**Run 1: cell placement**

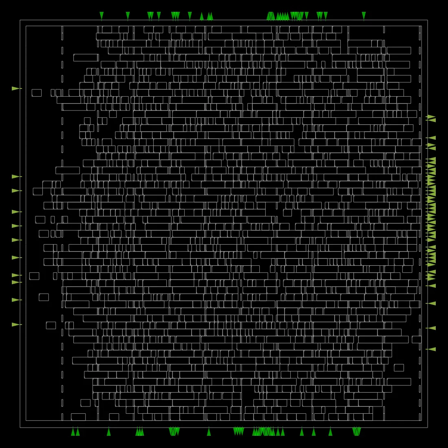
**Run 1: wire density map**

The bar under the picture is 50 um long. 31 x 31 tiles, from dark purple (low) to yellow (high), scaled to the fullest tile. Values are wire area over tile area, all layers added.
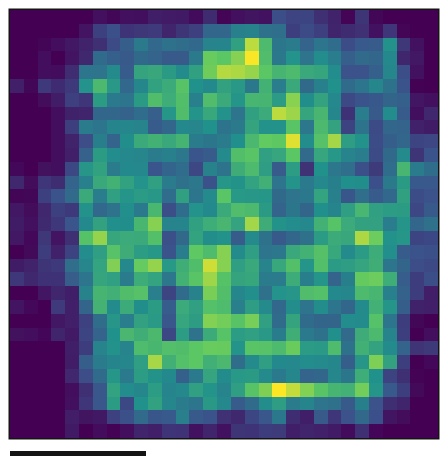
**Run 1: M4 wires**

The bar under the picture is 50 um long. Supply wires on this layer in gray.
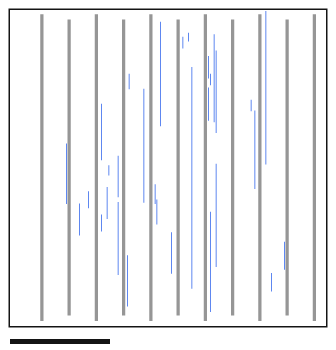
File: config.mk
export PLATFORM = sky130hd
export DESIGN_NAME = muldiv_unit
export DESIGN_NICKNAME = d
export VERILOG_FILES = /design/src/rtl/muldiv_pkg.sv /design/src/rtl/muldiv_step.sv /design/src/rtl/muldiv_unit.sv
export SDC_FILE = /design/constraint.sdc
export NUM_CORES = 1
export LEC_CHECK = 0
export CORE_MARGIN = 2
export CORE_UTILIZATION = 50
export CTS_BUF_LIST = sky130_fd_sc_hd__clkbuf_8
export DETAILED_ROUTE_END_ITERATION = 6
export GPL_TIMING_DRIVEN = 0
export PLACE_DENSITY = 0.74
export REMOVE_ABC_BUFFERS = 1
export SYNTH_ARGS = -nofsm -noshare
export SYNTH_HDL_FRONTEND = slang
export SYNTH_SLANG_ARGS = --single-unit
File: constraint.sdc
create_clock -name clock -period 3.1 [get_ports clock]
set_clock_uncertainty 0.05 [all_clocks]
set_input_delay 0.62 -clock clock [delete_from_list [all_inputs] [get_ports clock]]
set_output_delay 0.62 -clock clock [all_outputs]
set_load 0.1 [all_outputs]
File: src/rtl/muldiv_pkg.sv
// Shared widths, op encodings and FSM state type for the iterative mul/div unit.
package muldiv_pkg;

    localparam int XLEN       = 32;
    localparam int REGIDX_W   = 6;
    localparam int ITERATIONS = 32;

    localparam logic [5:0] LAST_ITER = 6'(ITERATIONS - 1);

    typedef enum logic [1:0] {
        OP_MUL   = 2'b00,
        OP_MULHU = 2'b01,
        OP_DIVU  = 2'b10,
        OP_REMU  = 2'b11
    } op_t;

    typedef enum logic [1:0] {
        ST_IDLE = 2'b00,
        ST_RUN  = 2'b01,
        ST_DONE = 2'b10
    } state_t;

    function automatic logic is_div(input op_t op);
        return (op == OP_DIVU) || (op == OP_REMU);
    endfunction

endpackage

File: src/rtl/muldiv_step.sv
// One combinational iteration: LSB-first shift-add multiply step and
// restoring shift-subtract divide step.
module muldiv_step
    import muldiv_pkg::*;
(
    input  logic [2*XLEN-1:0] acc,
    input  logic [XLEN:0]     rem,
    input  logic [XLEN-1:0]   operand_b,
    output logic [2*XLEN-1:0] prod_next,
    output logic [XLEN:0]     rem_next,
    output logic              q_bit
);

    logic [XLEN:0] sum;
    logic [XLEN:0] shifted;
    logic [XLEN:0] divisor;

    always_comb begin
        sum       = {1'b0, acc[2*XLEN-1:XLEN]} + (acc[0] ? {1'b0, operand_b} : '0);
        prod_next = {sum, acc[XLEN-1:1]};

        // rem[XLEN] set means the true shifted value exceeds any 32-bit divisor
        shifted  = {rem[XLEN-1:0], acc[XLEN-1]};
        divisor  = {1'b0, operand_b};
        q_bit    = rem[XLEN] || (shifted >= divisor);
        rem_next = q_bit ? (shifted - divisor) : shifted;
    end

endmodule

File: src/rtl/muldiv_unit.sv
// Fixed-latency iterative multiply/divide unit with a register-file write port.
//
// state | meaning
// IDLE  | waiting for start; outputs zero
// RUN   | one mul/div iteration per clock, 32 in total
// DONE  | result cycle; RegWrite strobes unless rd is 0
module muldiv_unit
    import muldiv_pkg::*;
(
    input  logic                clock,
    input  logic                resetn,
    input  logic                start,
    input  logic [1:0]          op,
    input  logic [XLEN-1:0]     OpA,
    input  logic [XLEN-1:0]     OpB,
    input  logic [REGIDX_W-1:0] rd,
    output logic                busy,
    output logic [REGIDX_W-1:0] WriteReg,
    output logic [XLEN-1:0]     WriteData,
    output logic                RegWrite
);

    state_t              state;
    op_t                 op_q;
    logic [REGIDX_W-1:0] rd_q;
    logic [XLEN-1:0]     b_q;
    logic [2*XLEN-1:0]   acc;
    logic [XLEN:0]       rem;
    logic [5:0]          cnt;

    logic [2*XLEN-1:0]   prod_next;
    logic [XLEN:0]       rem_next;
    logic                q_bit;
    logic [2*XLEN-1:0]   acc_next;
    logic [XLEN-1:0]     result;

    muldiv_step u_step (
        .acc       (acc),
        .rem       (rem),
        .operand_b (b_q),
        .prod_next (prod_next),
        .rem_next  (rem_next),
        .q_bit     (q_bit)
    );

    // for division the low half of acc shifts the dividend out and the quotient in
    always_comb begin
        acc_next = is_div(op_q) ? {acc[2*XLEN-1:XLEN], acc[XLEN-2:0], q_bit} : prod_next;
        unique case (op_q)
            OP_MUL:   result = acc_next[XLEN-1:0];
            OP_MULHU: result = acc_next[2*XLEN-1:XLEN];
            OP_DIVU:  result = acc_next[XLEN-1:0];
            default:  result = rem_next[XLEN-1:0];
        endcase
    end

    always_ff @(posedge clock or negedge resetn) begin
        if (!resetn) begin
            state     <= ST_IDLE;
            op_q      <= OP_MUL;
            rd_q      <= '0;
            b_q       <= '0;
            acc       <= '0;
            rem       <= '0;
            cnt       <= '0;
            busy      <= 1'b0;
            WriteReg  <= '0;
            WriteData <= '0;
            RegWrite  <= 1'b0;
        end else begin
            unique case (state)
                ST_IDLE: begin
                    if (start) begin
                        op_q  <= op_t'(op);
                        rd_q  <= rd;
                        b_q   <= OpB;
                        acc   <= {{XLEN{1'b0}}, OpA};
                        rem   <= '0;
                        cnt   <= '0;
                        busy  <= 1'b1;
                        state <= ST_RUN;
                    end
                end
                ST_RUN: begin
                    acc <= acc_next;
                    rem <= rem_next;
                    cnt <= cnt + 6'd1;
                    if (cnt == LAST_ITER) begin
                        WriteReg  <= rd_q;
                        WriteData <= result;
                        RegWrite  <= (rd_q != '0);
                        state     <= ST_DONE;
                    end
                end
                ST_DONE: begin
                    WriteReg  <= '0;
                    WriteData <= '0;
                    RegWrite  <= 1'b0;
                    busy      <= 1'b0;
                    state     <= ST_IDLE;
                end
                default: state <= ST_IDLE;
            endcase
        end
    end

endmodule

==> impl_metrics.toml, run 1 <==
# yosys + openroad results
[run_status]
outcome = "finished, violations left"
violations = "negative setup slack"

[sta]
setup_viol = 25
hold_violations = 0
setup_tns_ps = -1400
postLayoutSetupSlackWorst_ps = -229
slew_viol_final = 0
fin_crit_ps = 3330

[global_routing]
gr-usage-met2_pct = 46.6
grt_remaining_overflow = 0

[finish]
nNonClkBuffers = 208
nClkBuffers = 17
inv_count = 57
combGateArea_sq_mm = 0.00781
fin_area_sq_mm = 0.0156

[floorplanning]
die_h_um = 157
dieArea_sq_mm = 0.0248

[critical_path]
r2r-end = "WriteData[28]"
rr_worst_depth = 14
start_kind = "register"
worstPathArrival_ps = 3650
crit_family = "AND-OR/OR-AND gates"
crit_start = "acc[31]"

[routing]
vias_per_cell = 6.13
routedWlPerCell_um = 20.8
drt-initial-drc-count = 1112

[synth]
ys_sh_mux_pct = 4.95
ys_cells = 1323
top_cell = "dfrtp_1"
top_cells_by_count = "dfrtp_1, nand2_1, o21ai_0, nor2_1, a21oi_1"
ys.flops = 185
ys_sh_simple_pct = 16.0
synthTopLogicFamily = "AND-OR/OR-AND gates"
synth_area_sq_mm = 0.0118
topCellsByArea = "dfrtp_1, ha_1, o21ai_0"

[cts]
cts_root_buf = "clkbuf_8"
cts_buffer_depth = 2
clkTransAtPathRegs_ps = 110
clock_latency_ps = 500

[place]
dp_slack_ps = -1250

[pwr]
power_mw = 19.4
About 'cell placement':
fillers: 1766
flip-flops: 185

About 'wire density map':
tiles over half the peak: 32%
nearly empty tiles: 11%
mean over tiles: 0.25
emptiest ninth of the die: top left
fullest tile: 0.67

About 'M4 wires':
wire length on this layer: 830 um
nets with wire on the layer: 25
main direction: vertical
share of all routed wire: 2.2%
vias post-DR: 11.1k
Routed Wire Length: 37600 um

run 1: power breakdown:
group	total (mW)	internal, mW	switching [mW]
Combinational	13.4	6.17	7.20
Clock	1.82	0.767	1.05
Sequential	4.24	3.34	0.903
Total	19.4	10.3	9.16
run 1: repair_timing:
action	in CTS	in global routing
pin swaps	40	59
gates resized	157	92
endpoints found under the setup margin	96	48
buffers inserted	41	36
cloned	1	0
run 1: placed cells by master (no fill, tap or decap), drive strengths merged, types with 16 or more instances in the layout:
master / instances
dfrtp: 185
nand2: 144
o21ai: 143
clkdlybuf4s50: 113
nor2: 108
buf: 95
a21oi: 86
ha: 65
inv: 63
mux2i: 57
nand3: 41
and2: 38
xnor2: 37
a221o: 36
a22o: 33
a21o: 21
clkbuf: 17
xor2: 17
nor3: 16
**Run 1: sequential cells grouped by signal name**

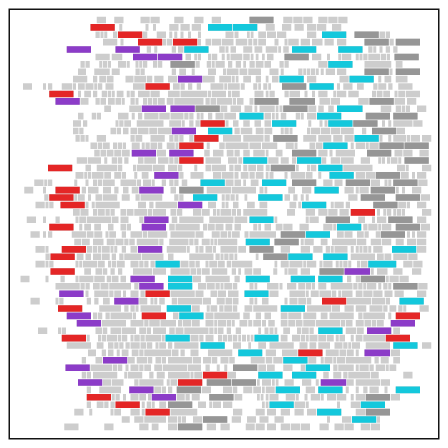

--- run 2 (diff from run 1) ---
--- a/config.mk
+++ b/config.mk
@@ -10,8 +10,9 @@
 export CTS_BUF_LIST = sky130_fd_sc_hd__clkbuf_8
 export DETAILED_ROUTE_END_ITERATION = 6
 export GPL_TIMING_DRIVEN = 0
-export PLACE_DENSITY = 0.74
+export PLACE_DENSITY = 0.8
 export REMOVE_ABC_BUFFERS = 1
+export SLEW_MARGIN = 20
 export SYNTH_ARGS = -nofsm -noshare
 export SYNTH_HDL_FRONTEND = slang
 export SYNTH_SLANG_ARGS = --single-unit
**Run 2: sequential cells grouped by signal name**

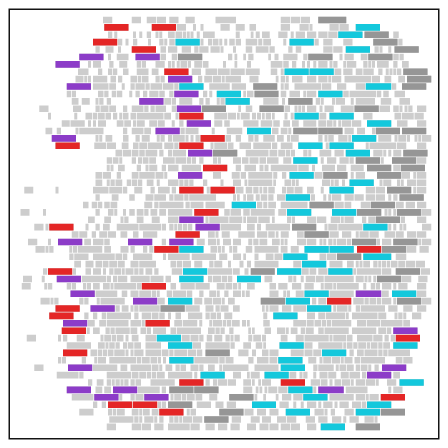
legend:
  cyan:
    signal: acc
    placed_flops: 64
  red:
    signal: b_q
    placed_flops: 32
    where: all over the die
  purple:
    signal: rem
    placed_flops: 33
    where: all over the die
not colored: 56
fraction of area in registers: 29.5%
Reg area: 0.00464 sq mm
sequential logic power: 4.22 mW
Util after Layout: 67.7%

==> impl_metrics.toml, run 2 <==
# yosys + openroad results
[cts]
clock_latency_ps = 490
cts_buffer_depth = 2
cts_root_buf = "clkbuf_8"

[run_status]
outcome = "finished, violations left"
violations = "negative setup slack"

[finish]
lay_top_count = "dfrtp_1"
nNonClkBuffers = 223
fillers = 1754

[routing]
vias_per_cell = 6.22
routedWlPerCell_um = 21.6

[synth]
ys.flops = 185
top_cell = "dfrtp_1"
synth_area_sq_mm = 0.0118
top_cells_by_count = "dfrtp_1, nand2_1, o21ai_0, nor2_1, a21oi_1"

[sta]
postLayoutSetupSlackWorst_ps = -202
setup_viol = 35
hold_violations = 0

[critical_path]
r2r-end = "WriteData[27]"

[pwr]
pwr-share-seq_pct = 21.3
p_sw_mw = 9.37
clkPwrFrac_pct = 8.3
**Run 2: routed clock nets over the placement**

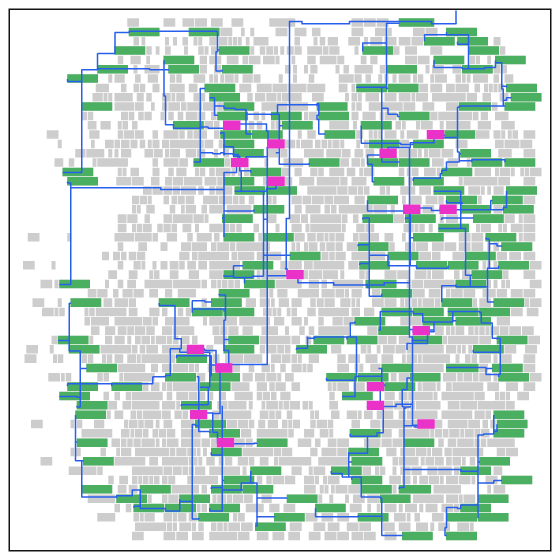
legend:
  blue:
    item: clock wires
    length: 2360 um
  green:
    item: flip-flops
    count: 185
  magenta:
    item: cells driving clock nets
    count: 17
routed clock nets: 18

## run 2: cell families (layout without fill, tap and decap cells)
family	Yosys count	in the layout	share of synthesized area [%]
XOR/XNOR	54	54	4.02
multiplexers	58	58	4.95
buffers and inverters	125	312	4.27
AND-OR/OR-AND	425	425	24.1
adder cells (fa/ha/maj)	67	67	7.26
flip-flops	185	185	39.4
AND/OR/NAND/NOR	409	409	16.0
## run 2: per-layer routing
layer	wire, um	track usage (%)	part of all wire (%)	up-vias
met4	1360	9.96	3.5	0
li1	-	-	-	5167
met2	18200	49.4	46	594
met1	16800	43.8	43	5514
met5	0	0	0	-
met3	3030	4.79	7.7	95
## run 2: worst max-delay path: cells and delay by family (launching register included)
family	cells	cell delay, ps
compound gates	6	1260
flops	1	570
fa+ha+maj	1	160
buf+inv	3	530
xor+xnor	1	190
simple gates	2	440
Power figures rest on the tool's default switching activity, not on a simulated workload.
